===== config.mk =====
export PLATFORM = sky130hd
export DESIGN_NAME = trig_out_scheduler
export DESIGN_NICKNAME = d
export VERILOG_FILES = /design/src/rtl/trig_out_scheduler_pkg.sv /design/src/rtl/trig_sched_fifo.sv /design/src/rtl/trig_out_scheduler.sv
export SDC_FILE = /design/constraint.sdc
export NUM_CORES = 1
export LEC_CHECK = 0
export ABC_AREA = 1
export CAP_MARGIN = 5
export CORE_MARGIN = 2
export CORE_UTILIZATION = 40
export DETAILED_ROUTE_END_ITERATION = 8
export GPL_ROUTABILITY_DRIVEN = 0
export PLACE_DENSITY = 0.72
export SETUP_SLACK_MARGIN = 0.2
export SYNTH_ARGS = -nofsm -noshare
export SYNTH_HDL_FRONTEND = slang
export SYNTH_SLANG_ARGS = --single-unit

===== constraint.sdc =====
create_clock -name ep_clk -period 8.09 [get_ports ep_clk]
set_input_delay 1.618 -clock ep_clk [delete_from_list [all_inputs] [get_ports ep_clk]]
set_output_delay 1.618 -clock ep_clk [all_outputs]
set_load 0.02 [all_outputs]

===== src/rtl/trig_out_scheduler_pkg.sv =====
`default_nettype none
// ============================================================================
// Module      : trig_out_scheduler_pkg
// Description : Shared widths, state encodings and helpers for the Trigger
//               Out scheduler and its event FIFO.
// Revision    : 1.0 - initial release
// ============================================================================
package trig_out_scheduler_pkg;

    localparam int c_TRIG_W    = 32;
    localparam int c_BIT_IDX_W = 5;

    // Scheduler state encodings
    localparam logic [1:0] c_S_IDLE  = 2'd0;
    localparam logic [1:0] c_S_PULSE = 2'd1;
    localparam logic [1:0] c_S_GAP   = 2'd2;

    localparam logic [15:0] c_DISCARD_MAX = 16'hFFFF;

    // One-hot trigger vector for a bit index
    function automatic logic [c_TRIG_W-1:0] bit_onehot(input logic [c_BIT_IDX_W-1:0] idx);
        logic [c_TRIG_W-1:0] v;
        v      = '0;
        v[idx] = 1'b1;
        return v;
    endfunction

endpackage
`default_nettype wire


===== src/rtl/trig_sched_fifo.sv =====
`default_nettype none
// ============================================================================
// Module      : trig_sched_fifo
// Description : Synchronous show-ahead FIFO holding queued trigger bit
//               indices. Clear empties it; push when full and pop when empty
//               are ignored.
// Revision    : 1.0 - initial release
// ============================================================================
module trig_sched_fifo #(
    parameter int DEPTH = 8,
    parameter int WIDTH = 5
) (
    input  logic                         ep_clk,
    input  logic                         ep_reset,
    input  logic                         clear,
    input  logic                         push,
    input  logic                         pop,
    input  logic [WIDTH-1:0]             din,
    output logic [WIDTH-1:0]             dout,
    output logic [$clog2(DEPTH+1)-1:0]   level,
    output logic                         full,
    output logic                         empty
);

    localparam int c_AW = $clog2(DEPTH);
    localparam int c_LW = $clog2(DEPTH+1);

    logic [WIDTH-1:0] r_mem [DEPTH];
    logic [c_AW-1:0]  r_wr_ptr;
    logic [c_AW-1:0]  r_rd_ptr;
    logic [c_LW-1:0]  r_level;
    logic             w_do_push;
    logic             w_do_pop;

    assign full      = (r_level == c_LW'(DEPTH));
    assign empty     = (r_level == '0);
    assign level     = r_level;
    assign dout      = r_mem[r_rd_ptr];
    assign w_do_push = push & ~full & ~clear;
    assign w_do_pop  = pop & ~empty & ~clear;

    // Pointer and occupancy bookkeeping; pointers wrap naturally (power-of-two depth)
    always_ff @(posedge ep_clk or posedge ep_reset) begin
        if (ep_reset) begin
            r_wr_ptr <= '0;
            r_rd_ptr <= '0;
            r_level  <= '0;
        end else if (clear) begin
            r_wr_ptr <= '0;
            r_rd_ptr <= '0;
            r_level  <= '0;
        end else begin
            if (w_do_push) r_wr_ptr <= r_wr_ptr + 1'b1;
            if (w_do_pop)  r_rd_ptr <= r_rd_ptr + 1'b1;
            r_level <= r_level + c_LW'(w_do_push) - c_LW'(w_do_pop);
        end
    end

    // Storage array; contents need no reset since level gates visibility
    always_ff @(posedge ep_clk) begin
        if (w_do_push) r_mem[r_wr_ptr] <= din;
    end

endmodule
`default_nettype wire


===== src/rtl/trig_out_scheduler.sv =====
`default_nettype none
// ============================================================================
// Module      : trig_out_scheduler
// Description : Round-robin arbitration of NREQ trigger requesters into an
//               event FIFO, drained as one-cycle pulses on a 32-bit Trigger
//               Out vector. Back-to-back equal bits get a zero cycle between
//               them so every event shows a rising edge.
// Revision    : 1.0 - initial release
// ============================================================================
module trig_out_scheduler
    import trig_out_scheduler_pkg::*;
#(
    parameter int NREQ   = 4,
    parameter int QDEPTH = 8
) (
    input  logic                          ep_clk,
    input  logic                          ep_reset,
    input  logic                          enable,
    input  logic                          flush,
    input  logic [c_TRIG_W-1:0]           cfg_mask,
    input  logic [NREQ-1:0]               req_valid,
    input  logic [NREQ*c_BIT_IDX_W-1:0]   req_bit,
    output logic [NREQ-1:0]               req_ready,
    output logic [c_TRIG_W-1:0]           ep_trigger,
    output logic [$clog2(QDEPTH+1)-1:0]   fifo_level,
    output logic                          busy,
    output logic [15:0]                   discard_count
);

    localparam int c_PTR_W = $clog2(NREQ);

    logic [c_PTR_W-1:0]     r_rr_ptr;
    logic [1:0]             r_state;
    logic [c_BIT_IDX_W-1:0] r_last_bit;
    logic [c_TRIG_W-1:0]    r_trigger;
    logic [15:0]            r_discard_count;

    logic [c_PTR_W-1:0]     w_cand;
    logic [c_PTR_W-1:0]     w_grant_idx;
    logic                   w_grant_found;
    logic                   w_ready_en;
    logic [c_BIT_IDX_W-1:0] w_din;
    logic [c_BIT_IDX_W-1:0] w_head;
    logic                   w_fifo_full;
    logic                   w_fifo_empty;
    logic [1:0]             w_state_nxt;
    logic [c_BIT_IDX_W-1:0] w_last_nxt;
    logic                   w_pop;
    logic                   w_discard;

    trig_sched_fifo #(
        .DEPTH (QDEPTH),
        .WIDTH (c_BIT_IDX_W)
    ) u_fifo (
        .ep_clk   (ep_clk),
        .ep_reset (ep_reset),
        .clear    (flush),
        .push     (w_ready_en),
        .pop      (w_pop),
        .din      (w_din),
        .dout     (w_head),
        .level    (fifo_level),
        .full     (w_fifo_full),
        .empty    (w_fifo_empty)
    );

    // Round-robin search: first valid requester at or after the pointer, wrapping
    always_comb begin
        w_cand        = '0;
        w_grant_idx   = '0;
        w_grant_found = 1'b0;
        for (int k = 0; k < NREQ; k++) begin
            w_cand = c_PTR_W'((int'(r_rr_ptr) + k) % NREQ);
            if (!w_grant_found && req_valid[w_cand]) begin
                w_grant_found = 1'b1;
                w_grant_idx   = w_cand;
            end
        end
    end

    // A grant becomes a transfer only with room in the queue and no flush
    assign w_ready_en = w_grant_found & ~w_fifo_full & ~flush & ~ep_reset;

    // One-hot ready and selection of the granted requester's bit index
    always_comb begin
        req_ready = '0;
        w_din     = '0;
        if (w_ready_en) req_ready[w_grant_idx] = 1'b1;
        for (int k = 0; k < NREQ; k++) begin
            if (w_grant_idx == c_PTR_W'(k)) w_din = req_bit[k*c_BIT_IDX_W +: c_BIT_IDX_W];
        end
    end

    // Pointer moves just past the requester that transferred
    always_ff @(posedge ep_clk or posedge ep_reset) begin
        if (ep_reset) begin
            r_rr_ptr <= '0;
        end else if (w_ready_en) begin
            r_rr_ptr <= (w_grant_idx == c_PTR_W'(NREQ-1)) ? '0 : w_grant_idx + 1'b1;
        end
    end

    // Scheduler next state: discard masked heads, gap repeated bits, else pulse
    always_comb begin
        w_state_nxt = c_S_IDLE;
        w_last_nxt  = r_last_bit;
        w_pop       = 1'b0;
        w_discard   = 1'b0;
        if (!flush && enable && !w_fifo_empty) begin
            if (!cfg_mask[w_head]) begin
                w_pop     = 1'b1;
                w_discard = 1'b1;
            end else if ((w_head == r_last_bit) && (r_state == c_S_PULSE)) begin
                w_state_nxt = c_S_GAP;
            end else begin
                w_pop       = 1'b1;
                w_last_nxt  = w_head;
                w_state_nxt = c_S_PULSE;
            end
        end
    end

    // State and registered trigger vector; reset clears the output at once
    always_ff @(posedge ep_clk or posedge ep_reset) begin
        if (ep_reset) begin
            r_state    <= c_S_IDLE;
            r_last_bit <= '0;
            r_trigger  <= '0;
        end else begin
            r_state    <= w_state_nxt;
            r_last_bit <= w_last_nxt;
            r_trigger  <= (w_state_nxt == c_S_PULSE) ? bit_onehot(w_last_nxt) : '0;
        end
    end

    // Saturating count of entries dropped by the mask
    always_ff @(posedge ep_clk or posedge ep_reset) begin
        if (ep_reset) begin
            r_discard_count <= '0;
        end else if (w_discard && (r_discard_count != c_DISCARD_MAX)) begin
            r_discard_count <= r_discard_count + 16'd1;
        end
    end

    assign ep_trigger    = r_trigger;
    assign discard_count = r_discard_count;
    assign busy          = (fifo_level != '0) | (r_trigger != '0);

endmodule
`default_nettype wire


==> qor.csv <==
metric,value,unit
Post-synth ARST share,62.6,%
headroom to the max-slew limit,38.2,%
Clk. pwr,413,uW
number of enable flip-flop cells,40,
Max Clock Freq,0.145,GHz
endpoints failing hold,0,
fin crit period,6.89,ns
PwrDens,383,mW/mm^2
switching share of power,45.9,%
total of warnings raised by yosys,0,
"slowest stage delay, CP",0.62,ns
Detailed Place HPWL,9.68,mm
synth unique cells,46,
Crit path arrival time,5.27,ns
busiest grt layer,met2,
Residual DRC,0,
synthesized cell area,0.00547,mm^2
Hold Slack,0.509,ns
dominant cell type by area after synthesis,dfrtp_1,
met2 WL,6.51,mm
CP Class,in -> out,
clock slew seen by the registers of the worst setup and hold paths,0.07,ns
CP endpoint kind,output pin,
ys flops,107,
CTS tree,built,
hold buffer count at cts,0,
Power Sequential,849,uW
largest power group,combinational cells,
vias per std cell,5.07,
n_diodes,0,
Gate power share,53.2,%
internal cell power,1460,uW
die x size,121,um
MUX share of area,0.549,%
Max VDD drop,0.000288,V
Routed Antenna Nets,0,
Psw,1240,uW
met1 WL,5.64,mm
DP Cell Count,892,
Late-Pin Clk Latency,0.35,ns
DP Worst Slack,1.42,ns
Basic Gates by Area,27.3,%
power share of the sequential group,31.5,%
Placed Instance Area,0.00676,mm^2
Synth Flop Type,dfrtp_1,
Num Clock Sinks,107,
DR pass1 iterations,5,
clk_skew,0.0121,ns
"AND-OR/OR-AND Cells, Area Fraction",7.05,%
fraction of final layout cells sized beyond drive strength 1,7.92,%
combinational power,1440,uW
synthesized instance count,611,
# Cells Yosys,611,
met2 GRT Util,32.1,%
CTS resizes,0,
slowest library cell on the worst path,clkdlybuf4s50_1,
cycle use final,85.1,%
highest routed metal layer,met4,
I/O pin total,117,
Required @ worst endpoint,6.47,ns
total gr overflow,0,
adder share,3.34,%
Die Y,121,um
yosys synthesis chip area,0.00547,mm^2
drt first-iter violations,337,
routing usage on met3,3.05,%
setup bufs post-CTS,0,
# setup viols final,0,
pin count of the biggest net entering global routing,68,
CP Buf/Inv Count,4,
RSZ-0062 raised after global routing,no,
area growth from synthesis to layout,28.9,%
Mapped Nets,685,
Yosys top cell area share,30.7,%
vias in the first global route,4622,
Max Cap Viol,0,
starting density of the core,41.1,%
"Avg Cell Area, Syn",8.95,um^2
final non-filler cell total,908,
"Seq share, synth",52.6,%
xor+xnor area frac,2.40,%
met3 routed WL,736,um
most frequent cells in the layout,"116 x clkdlybuf4s50_1, 114 x nand2_1, 99 x nor2_1, 67 x dfrtp_1, 62 x nand3_1",
input/output buffers,116,
Top delay family on crit path,buffers and inverters,
initial antenna violation count,0,
clock share of power,15.3,%
CP Max Fanout,6,
clk buf depth,2,
global-route wire length before repair,21.8,mm
Pins Over Slew Limit,0,
crit-path cells,clkdlybuf4s50_1 -> or2_0 -> o21ai_0 -> nor2_1 -> nor2_1 -> nand3_1 -> a211oi_1 -> o21ai_0 -> o311ai_0 -> o21ai_0 -> inv_1 -> ha_1 -> inv_1 -> nor2_1 -> clkdlybuf4s50_1,
nets,801,
CP Launch Type,primary input,
chip area,0.0146,mm^2
top cells by area,"dfrtp_1 31%, edfxtp_1 22%, nand2_1 7.8%",
Tightest Pin Transition,0.919,ns
setup tns final,0,ns
Hold/Removal Path Class,reg -> reg,
H-tree levels,3,
Design Power,2700,uW
Synth logic family,simple AND/OR/NAND/NOR gates,
Leakage,0.00308,uW
post-route setup slack,1.20,ns
root buffer cell,clkbuf_16,
row cnt,42,
tool warnings,30,
TritonCTS Buffers,9,
status,completed,
most frequent logic cell in the layout,clkdlybuf4s50_1,
[cell families (layout without fill, tap and decap cells)]
logic type,after synthesis,in the layout
AND/OR/NAND/NOR,326,326
adder cells (fa/ha/maj),14,14
buffers and inverters,84,205
multiplexers,3,3
AND-OR/OR-AND,62,62
flip-flops,107,107
XOR/XNOR,15,15
[path summary, 6_finish.rpt]
kind	to	startpoint	depth (start not counted)	slack (ns)
setup / recovery	req_ready[2]	req_valid[0]	15	1.20
hold reg to reg	discard_count[3]	discard_count[3]	1	0.51
min in group asynchronous	u_fifo.level[2]	ep_reset	3	1.87
max in group asynchronous	ep_trigger[13]	ep_reset	3	5.68
setup reg to reg	u_fifo.r_mem[0][1]	r_rr_ptr[0]	14	3.65
hold / removal	discard_count[3]	discard_count[3]	1	0.51
[final cells by class]
type                            count  area, um^2  share of cell area (%)
Clock buffer                        9         225                    3.20
Clock inverter                      7        57.6                   0.817
Tap cell                          176         220                    3.12
Multi-Input combinational cell    420        2220                    31.5
Sequential cell                   107        2880                    40.8
Timing Repair Buffer              118        1180                    16.7
Inverter                           71         269                    3.82
[synth_stat cells, types with 4 or more instances]
master,instances
buf_2,5
buf_4,4
nand3_1,62
ha_1,13
nand3_2,5
nand2_4,4
nand4_1,9
edfxtp_1,40
inv_2,8
o22ai_1,5
xnor2_1,7
xor2_1,8
nor2_1,99
dfrtp_1,67
a21oi_1,5
nand2_1,114
a221oi_1,5
o31ai_1,5
nand2_2,11
nor4_1,9
inv_1,61
o21ai_0,22
o21ai_1,11
[state kept, by name (all words and copies together), names as in the netlist]
register / count
r_state: 2
r_rr_ptr: 2
r_last_bit: 5
discard_count: 16
u_fifo.level: 4
u_fifo.r_rd_ptr: 3
u_fifo.r_mem: 40
ep_trigger: 32
u_fifo.r_wr_ptr: 3
metal_density.png
The die is cut into 24 by 24 equal tiles; black is low, pale yellow is high, scaled to the fullest tile. Values are wire area over tile area, all layers added.
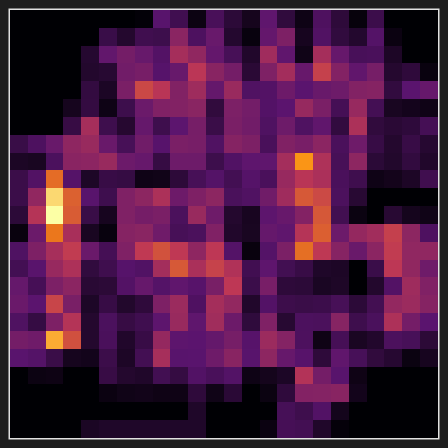
17% of the tiles are nearly empty. The mean over all tiles is 0.14. The fullest tile reaches 0.69.
via count: 4,608
GR Util All Layers: 18.7%
Wirelength per Cell: 14.5 um
Total Routed Length: 13.1 mm

wires.png
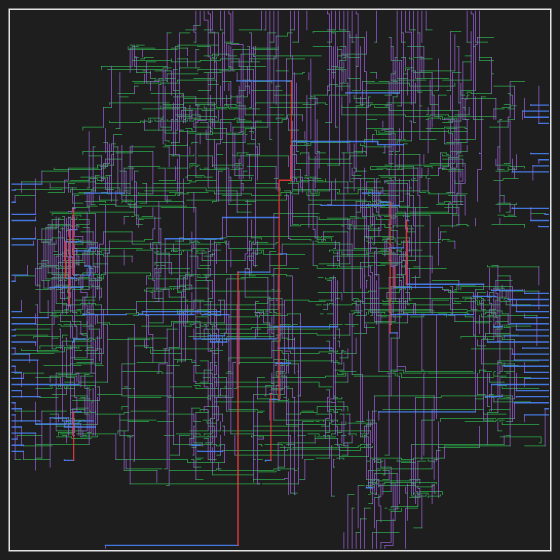
Key: purple = metal 2 [wire length 6,510 um]; red = metal 4 [wire length 250 um]; blue = metal 3 [wire length 737 um]; green = metal 1 [wire length 5,640 um]

placement_by_type.png
Bar = 20 um. Fill, decap, tap and diode cells in gray.
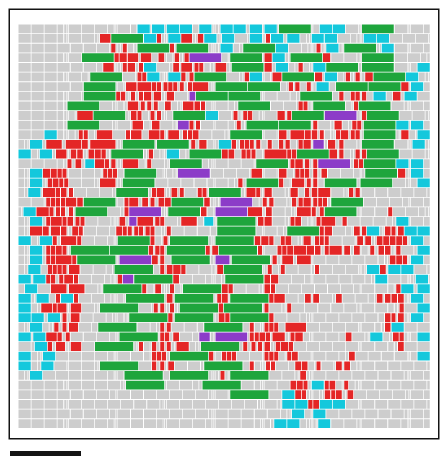
Key: red = combinational and other logic [cells 491, share of their area 36%]; green = flops [cells 107, share of their area 42%]; purple = clock drivers and dummy loads [cells 16, share of their area 4.1%]; cyan = other buffers and delay cells [cells 118, share of their area 17%]
sequential share of cell area: 40.8%
core area: 0.0133 mm^2
fin area: 0.00705 mm^2
final core utilization: 53.0%

placement.png
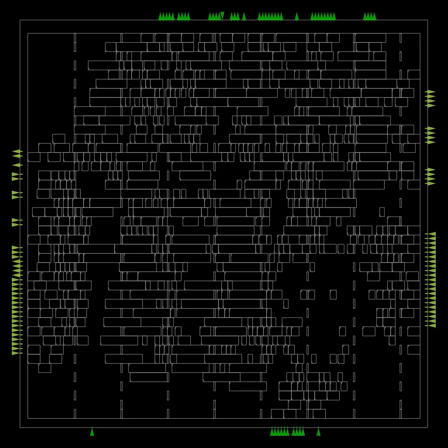
Fill cells: 1,198
sequential cell count: 107

layer_met1.png
Supply wires on this layer in gray.
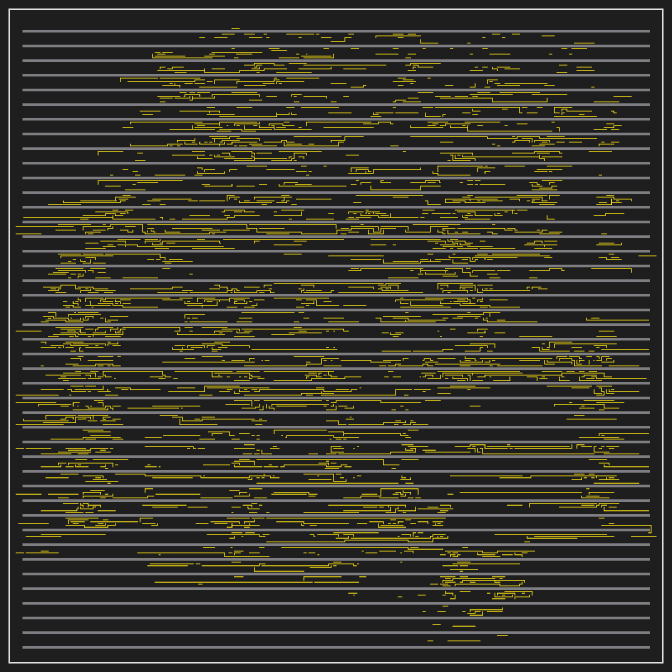
718 nets have wire on it. The layer holds 43% of the routed length. The wires run mostly horizontal. The layer carries 5,640 um of wire. The longest straight run is 33.1 um.
global routing met1 resource utilization: 23.2%

No activity file was given, so power comes from the tool's default toggle rates.
